--- src/rtl/dsm_dec_pkg.sv ---
// Shared types and default sizing for the delta-sigma sinc^2 decimator.
// Pure declarations; no logic, no latency, no handshake.
package dsm_dec_pkg;

    typedef enum logic [1:0] {
        WARM0 = 2'd0,
        WARM1 = 2'd1,
        RUN   = 2'd2
    } dsm_state_t;

    localparam int DSM_DECIM_LOG2_DEF = 8;
    localparam int DSM_OUT_W_DEF      = 16;
    localparam int DSM_ACC_W_DEF      = 2 * DSM_DECIM_LOG2_DEF + 1;

    // Two integrator stages of a 1-bit stream with ratio R need 2*log2(R)+1 bits
    function automatic int acc_width(input int decim_log2);
        return 2 * decim_log2 + 1;
    endfunction

endpackage

--- src/rtl/dsm_dec_comb.sv ---
// Comb stage: dout = din minus din captured at the previous enabled edge, modulo 2^W.
// Latency 0 (combinational difference); history updates only when en; no backpressure.
module dsm_dec_comb
    import dsm_dec_pkg::*;
#(
    parameter int W = DSM_ACC_W_DEF
) (
    input  logic         clk,
    input  logic         reset,
    input  logic         en,
    input  logic [W-1:0] din,
    output logic [W-1:0] dout
);

    logic [W-1:0] prev;

    always_ff @(posedge clk) begin
        if (!reset) begin
            prev <= '0;
        end else if (en) begin
            prev <= din;
        end
    end

    assign dout = din - prev;

endmodule

--- src/rtl/dsm_decimator.sv ---
// Sinc^2 (CIC) decimator for a 1-bit delta-sigma stream, ratio 2^DECIM_LOG2; DSM_DEC_SAT_EN clamps overflow.
// Latency: result registered 1 cycle after the R-th sample of a window; first result after 3 windows.
// Backpressure: valid/ready; an unaccepted result is overwritten and flags sticky overrun.
module dsm_decimator
    import dsm_dec_pkg::*;
#(
    parameter int DECIM_LOG2 = DSM_DECIM_LOG2_DEF,
    parameter int OUT_W      = DSM_OUT_W_DEF
) (
    input  logic             clk,
    input  logic             reset,
    input  logic             bit_in,
    input  logic             bit_valid,
    output logic [OUT_W-1:0] data_out,
    output logic             out_valid,
    input  logic             out_ready,
    output logic             overrun
);

    localparam int W = acc_width(DECIM_LOG2);

    logic [W-1:0]          i1;
    logic [W-1:0]          i2;
    logic [W-1:0]          i1_nxt;
    logic [W-1:0]          i2_nxt;
    logic [W-1:0]          c1;
    logic [W-1:0]          y;
    logic [DECIM_LOG2-1:0] cnt;
    logic                  dump;
    logic                  result_vld;
    logic [OUT_W-1:0]      y_out;
    dsm_state_t            state;

    // Integrators chain on the updated values so the dump sees the R-th sample
    assign i1_nxt = i1 + W'(bit_in);
    assign i2_nxt = i2 + i1_nxt;
    assign dump   = bit_valid & (&cnt);

    always_ff @(posedge clk) begin
        if (!reset) begin
            i1  <= '0;
            i2  <= '0;
            cnt <= '0;
        end else if (bit_valid) begin
            i1  <= i1_nxt;
            i2  <= i2_nxt;
            cnt <= cnt + DECIM_LOG2'(1);
        end
    end

    dsm_dec_comb #(.W(W)) u_comb1 (
        .clk   (clk),
        .reset (reset),
        .en    (dump),
        .din   (i2_nxt),
        .dout  (c1)
    );

    dsm_dec_comb #(.W(W)) u_comb2 (
        .clk   (clk),
        .reset (reset),
        .en    (dump),
        .din   (c1),
        .dout  (y)
    );

`ifdef DSM_DEC_SAT_EN
    assign y_out = (|(y >> OUT_W)) ? '1 : OUT_W'(y);
`else
    assign y_out = OUT_W'(y);
`endif

    assign result_vld = dump && (state == RUN);

    // The first two dumps only prime the comb history
    always_ff @(posedge clk) begin
        if (!reset) begin
            state     <= WARM0;
            data_out  <= '0;
            out_valid <= 1'b0;
            overrun   <= 1'b0;
        end else begin
            if (dump) begin
                case (state)
                    WARM0:   state <= WARM1;
                    WARM1:   state <= RUN;
                    default: state <= RUN;
                endcase
            end
            if (result_vld) begin
                data_out  <= y_out;
                out_valid <= 1'b1;
                if (out_valid && !out_ready) begin
                    overrun <= 1'b1;
                end
            end else if (out_valid && out_ready) begin
                out_valid <= 1'b0;
            end
        end
    end

endmodule

--- config.mk ---
export PLATFORM = sky130hd
export DESIGN_NAME = dsm_decimator
export DESIGN_NICKNAME = d
export VERILOG_FILES = /design/src/rtl/dsm_dec_pkg.sv /design/src/rtl/dsm_dec_comb.sv /design/src/rtl/dsm_decimator.sv
export SDC_FILE = /design/constraint.sdc
export NUM_CORES = 1
export LEC_CHECK = 0
export ABC_AREA = 0
export CELL_PAD_IN_SITES_DETAIL_PLACEMENT = 2
export CELL_PAD_IN_SITES_GLOBAL_PLACEMENT = 2
export CORE_ASPECT_RATIO = 1.5
export CORE_MARGIN = 1.5
export CORE_UTILIZATION = 31
export DETAILED_ROUTE_END_ITERATION = 10
export PLACE_DENSITY_LB_ADDON = 0.1
export SYNTH_ARGS = -nofsm -noshare
export SYNTH_HDL_FRONTEND = slang
export SYNTH_SLANG_ARGS = --single-unit
--- constraint.sdc ---
create_clock -name clk -period 6.15 [get_ports clk]
set_input_delay 0.9225 -clock clk [delete_from_list [all_inputs] [get_ports clk]]
set_output_delay 0.9225 -clock clk [all_outputs]
set_load 0.02 [all_outputs]
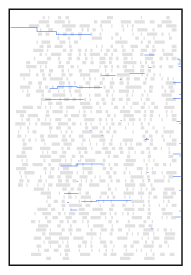
run_1/m3.png
Scale: 1.5 px per um. Cells faint in the background.
nets with wire on the layer: 26
wire length on this layer: 268 um
share of all routed wire: 1.7%
main direction: horizontal
M3 GR Usage: 0.0232
WL final: 16,100 um
vias post-DR: 5,146

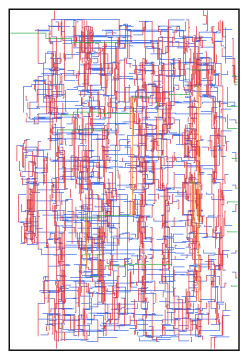
run_1/layers.png
Scale: 2 px per um.
legend:
  green:
    layer: M3
    wire_length: 268 um
  blue:
    layer: M1
    wire_length: 6,250 um
  orange:
    layer: M4
    wire_length: 384 um
  red:
    layer: M2
    wire_length: 9,190 um

==> ci_impl_report.md, run 1 <==
### Metrics collected by this job

| Metric | Value |
|---|---|
| Run status | completed |
| Clk network pwr share | 0.344 |
| Die area | 19,400 um^2 |
| Post-synth mux share | 0.0261 |
| Syn avg cell area | 8.10 um^2 |
| Worst hold path endpoint | u_comb2.prev[5] |
| Routing usage on met2 | 0.364 |
| Largest logic family | simple AND/OR/NAND/NOR gates |
| CTS max path bufs | 2 |
| Gr busiest metal | met2 |
| N_taps | 217 |
| Final setup TNS | 0 ns |
| Commonest flop | dfxtp_1 |
| Stages on worst setup path | 26 |
| Kind of critical path | input port to flop |
| I/O Buffers | 22 |
| Comb area share | 0.528 |
| Register share of the cell area | 0.260 |
| Clk_lat worst skew | 0.35 ns |
| Fmax | 0.172 GHz |
| And-or/or-and share of the synthesized area | 0.159 |
| Seq pwr | 0.605 mW |
| Ys async rst share | 0 |
| Core area | 18,000 um^2 |
| Clock-cell share of area | 0.0404 |
| Post-DRT Antenna Nets | 0 |
| Number of logic gates | 539 |
| CP max FO | 3 |
| CP startpoint kind | input port |
| Cell Type Count | 50 |
| Highest-count logic cell in the final layout | nand2_1 |
| Initial antenna violation count | 0 |
| Drt first pass iters | 4 |
| P&R area growth vs syn | 23.5% |
| Dpl hpwl | 12,200 um |
| Floorplan Nets | 768 |
| Synth flops | 92 |
| Met2 wire length | 9190 um |
| Design Power | 1.63 mW |
| Post-Synth Adder-Cell Area | 0.122 |
| Register share after synthesis | 0.321 |
| Largest delay share family, worst path | simple AND/OR/NAND/NOR gates |
| Maxcap violations | 0 |
| Clock buffers | 12 |
| Final cell count without fillers | 1,009 |
| Simple Share, Synth | 0.212 |
| Number of global-route vias before repair | 5,777 |
| Post-Synthesis Cell Area | 5740 um^2 |
| Top Layer Used | met4 |
| Top cells by area | dfxtp_1 (32%), ha_1 (11%), nand2_1 (6.1%), a21oi_1 (5.4%), xor2_1 (5.3%) |
| Reg2reg setup slack | 1.03 ns |
| Leak | 2.94 nW |
| CP endpoint | data_out[14] |
| Htree depth | 3 |
| Worst hold slack | 0.456 ns |
| Largest Pwr Group | sequential cells |
| # clock sinks | 92 |
| Drt drc | 0 |
| First-pass GRT wire length | 27,300 um |
| I/O pin count | 23 |
| Pre-Place Util | 0.319 |
| Combinational share of power | 0.285 |
| Worst flop-to-flop path endpoint | data_out[14] |
| Setup WS post-layout | 0.330 ns |
| Final core occ | 0.394 |
| Logic power comb | 0.464 mW |
| Ys cells | 709 |
| Tightest Pin Transition | 0.925 ns |
| Final instance area | 7090 um^2 |
| Register-to-Register Path Depth | 25 |
| Share of cells above drive strength 1 | 0.157 |
| Top cells excl fill/tap | nand2_1 (94), dfxtp_1 (92), buf_4 (73) |
| Met1 Use GR | 0.175 |
| Clock Power | 0.561 mW |
| Clk slew on worst S/H paths | 0.07 ns |
| CTS Root Cell | clkbuf_16 |
| Dominant cell type by area after synthesis | dfxtp_1 |
| NetSw | 0.499 mW |
| Post-synth EDFFs | 0 |
| Final setup vio count | 0 |
| Crit. Startpoint | bit_in |
| Die X | 114 um |
| Tool Warnings | 29 |
| ANT cells | 0 |
| Xor-xnor portion of the synthesized cell area | 0.108 |
| Post-CTS Setup Repair Bufs | 0 |
| Drt initial violations | 97 |
| Mapped Cells | 709 |
| Critical-path top delay cell | clkdlybuf4s50_1 |
| Syn. warnings | 0 |
| Int Pwr | 1.13 mW |
| Plain + repair buffers | 95 |
| Final hold violations | 0 |
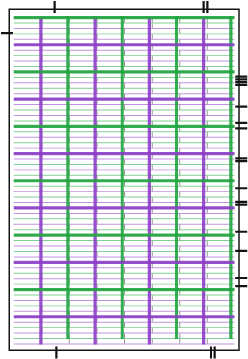
run_1/floorplan.png
Scale: 2 px per um. Pins as bars on the die edge. Tap cells in gray.
legend:
  green:
    net: VDD
  purple:
    net: VSS
tap cells: 217
met5 straps: 12

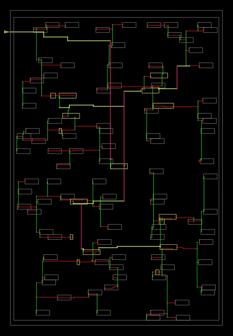
run_1/clock_nets.png
Fin Clk Skew: 0.0108 ns
seq_cells: 92

run 1: cell usage after synthesis (2+ instances only):
master	instances
o311ai_0	2
nand3b_1	3
a31oi_1	5
a211o_1	3
clkbuf_1	27
nand2b_1	9
nor3b_2	2
o31a_1	2
xor2_1	35
nand3_4	2
o21a_1	6
a21oi_1	62
and2_1	2
or3_1	4
a21boi_0	2
mux2i_1	15
ha_1	51
o211ai_1	8
fa_1	3
a21o_1	11
nor2b_1	3
nand3_1	27
xnor2_1	31
a211oi_1	14
nor3_1	12
o21bai_1	2
o31ai_1	3
nand2_1	94
o21ai_0	17
inv_1	50
nand4_1	8
and3_1	11
nor2_1	73
dfxtp_1	92
or2_2	3
## Run 2: what changed since run 1
--- a/config.mk
+++ b/config.mk
@@ -11,6 +11,7 @@
 export CORE_ASPECT_RATIO = 1.5
 export CORE_MARGIN = 1.5
 export CORE_UTILIZATION = 31
+export CTS_CLUSTER_DIAMETER = 120
 export DETAILED_ROUTE_END_ITERATION = 10
 export PLACE_DENSITY_LB_ADDON = 0.1
 export SYNTH_ARGS = -nofsm -noshare
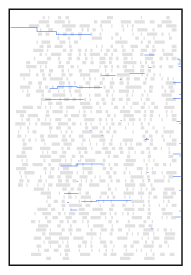
run_2/m3.png
Scale: 1.5 px per um. Cells faint in the background.
nets with wire on the layer: 26
share of all routed wire: 1.7%

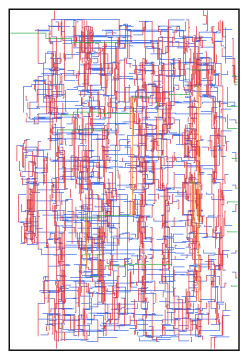
run_2/layers.png
Scale: 2 px per um.
legend:
  green:
    layer: M3
    wire_length: 268 um
  orange:
    layer: M4
    wire_length: 384 um
  blue:
    layer: M1
    wire_length: 6,250 um
  red:
    layer: M2
    wire_length: 9,190 um

==> run 2 against run 1 <==
Synthesized cell count stayed put. Final cell count stayed put. Core utilization stayed put. Count of clock-buffer cells in the layout stayed put. Power stayed put. First-iteration DRC count stayed put. Non-clock buffer count stayed put. Setup slack stayed put. Global-route usage stayed put. Sequential share of layout area stayed put. Register-to-register slack hardly changed. Sequential cell count stayed put. Largest cell class unchanged.
==> ci_impl_report.md, run 2 <==
### Metrics collected by this job

| Metric | Value |
|---|---|
| Run status | completed |
| Simple Share, Synth | 0.212 (unchanged) |
| CP max FO | 3 (unchanged) |
| Floorplan Nets | 768 (unchanged) |
| Row count | 60 |
| Htree depth | 3 (unchanged) |
| Stages on worst setup path | 26 (unchanged) |
| WL final | 16,100 um (unchanged) |
| Largest net degree at the start of global routing | 50 |
| Ys cells | 709 (unchanged) |
| Met1 Use GR | 0.175 (unchanged) |
| CP startpoint kind | input port |
| Top Layer Used | met4 |
| Post-CTS Setup Repair Bufs | 0 (unchanged) |
| Kind of critical path | input port to flop |
| Leak | 2.94 nW (unchanged) |
| CTS Root Cell | clkbuf_16 |
| Tightest Pin Transition | 0.925 ns (unchanged) |
| Final hold violations | 0 (unchanged) |
| Final setup TNS | 0 ns (unchanged) |
| Drt initial violations | 97 (unchanged) |
| Int Pwr | 1.13 mW (unchanged) |
| NetSw | 0.499 mW (unchanged) |
| Commonest flop | dfxtp_1 |
| Post-Synth Adder-Cell Area | 0.122 (unchanged) |
| Seq pwr | 0.605 mW (about the same) |
| Final core occ | 0.394 (unchanged) |
| Met3 WL | 267 um |
| Dpl hpwl | 12,200 um (unchanged) |
| Fmax | 0.172 GHz (unchanged) |
| Hold Path Class | flop to flop |
| Met2 wire length | 9190 um (unchanged) |
| Fin Clk Skew | 0.0108 ns (unchanged) |
| Vias post-DR | 5,146 (unchanged) |
| Highest-count logic cell in the final layout | nand2_1 |
| Critical-path top delay cell | clkdlybuf4s50_1 |
| Chip area line of the yosys report | 5740 um^2 |
| Synth top cell by count | nand2_1 |
| Register-to-Register Path Depth | 25 (unchanged) |
| Final instance area | 7090 um^2 (unchanged) |
| Slew margin rel. | 0.381 |
| Maxcap violations | 0 (unchanged) |
| Crit path DRT | 6.43 ns |
| PwrDens | 230 nW/um^2 |
| Share of cells above drive strength 1 | 0.157 (unchanged) |
| P&R area growth vs syn | 23.5% (unchanged) |
| Register share of total power | 0.371 |
| Cell Type Count | 50 (unchanged) |
| Grt total ovfl | 0 |
| Combinational share of power | 0.285 (about the same) |
| Final cell count without fillers | 1,009 (unchanged) |
| Post-Synthesis Cell Area | 5740 um^2 (unchanged) |
| Via-to-Cell Ratio | 5.10 |
| Post-layout net count | 846 |
| Total Routing Usage GR | 0.176 |
| Post-layout minimum cycle time | 5.82 ns |
| Clk_lat worst skew | 0.35 ns (about the same) |
| Gr busiest metal | met2 |
| Clk slew on worst S/H paths | 0.07 ns (about the same) |
| Core area | 18,000 um^2 (unchanged) |
| Post-synth mux share | 0.0261 (unchanged) |
| Logic power comb | 0.464 mW (about the same) |
| Design Power | 1.63 mW (unchanged) |
| Dominant cell type by area after synthesis | dfxtp_1 |
| Syn. warnings | 0 (unchanged) |
| Setup WS post-layout | 0.330 ns (unchanged) |
| And-or/or-and share of the synthesized area | 0.159 (unchanged) |
| Post-DRT Antenna Nets | 0 (unchanged) |
| I/O Buffers | 22 (unchanged) |
| Largest delay share family, worst path | simple AND/OR/NAND/NOR gates |
| VDD IR max | 0.0983 mV |
| Tool Warnings | 29 (unchanged) |
| ANT cells | 0 (unchanged) |
| Synth flops | 92 (unchanged) |
| M3 GR Usage | 0.0232 (unchanged) |
| # clock sinks | 92 (unchanged) |
| Clock tree from TritonCTS | built |
| Xor-xnor portion of the synthesized cell area | 0.108 (unchanged) |
| Pre-Place Util | 0.319 (unchanged) |
| GPL Wtd Cong | 0.776 |
| Final setup vio count | 0 (unchanged) |
| Mapped Cells | 709 (unchanged) |
| Number of global-route vias before repair | 5,777 (unchanged) |
| Initial antenna violation count | 0 (unchanged) |
| Clock Power | 0.561 mW (about the same) |
| Post-cts sizing count | 2 |
| Syn avg cell area | 8.10 um^2 (unchanged) |
| Worst hold slack | 0.456 ns (unchanged) |
| Die X | 114 um (unchanged) |
| Largest logic family | simple AND/OR/NAND/NOR gates |
| Register share after synthesis | 0.321 (unchanged) |
| First-pass GRT wire length | 27,300 um (unchanged) |
| Ys async rst share | 0 (unchanged) |
| WL/cell | 16.0 um |
| Placed cell count | 987 |
| Routing usage on met2 | 0.364 (unchanged) |
| Area leader share | 0.321 |
| Hold depth | 2 |
| Clk network pwr share | 0.344 (about the same) |
| Die area | 19,400 um^2 (unchanged) |
| Drt drc | 0 (unchanged) |
| CTS max path bufs | 2 (unchanged) |
| Net Sw Frac | 0.306 |
| Pins Over Slew Limit | 0 |
| Post-synth EDFFs | 0 (unchanged) |
| Largest Pwr Group | sequential cells |
| I/O pin count | 23 (unchanged) |
| Post-synth top cells | nand2_1 (94), dfxtp_1 (92), nor2_1 (73), a21oi_1 (62), ha_1 (51) |
| Top cells excl fill/tap | nand2_1 (94), dfxtp_1 (92), buf_4 (73) |
| Top cells by area | dfxtp_1 (32%), ha_1 (11%), nand2_1 (6.1%), a21oi_1 (5.4%), xor2_1 (5.3%) |
| Drt first pass iters | 4 (unchanged) |
| Pre-CTS WS | -0.413 ns |
run 2: worst paths after layout:
path | from | endpoint | slack, ns
min | u_comb2.prev[5] | u_comb2.prev[5] | 0.46
max | bit_in | data_out[14] | 0.33
max reg2reg | i1[0] | data_out[14] | 1.03
min reg2reg | u_comb2.prev[5] | u_comb2.prev[5] | 0.46
run 2: kinds of logic after synthesis:
logic type,count (synthesis)
AND/OR/NAND/NOR,259
AND-OR/OR-AND,143
flip-flops,92
buffers and inverters,78
XOR/XNOR,68
adder cells (fa/ha/maj),54
multiplexers,15
run 2: layout make-up:
class / count / area, um^2
fill: 2062 / 10900
sequential: 92 / 1840
clock buffer: 12 / 236
tap: 217 / 272
timing repair buffer: 95 / 763
inverter: 50 / 188
multi-input combinational: 539 / 3740
clock inverter: 4 / 50.0
Power and IR drop assume default switching activity.
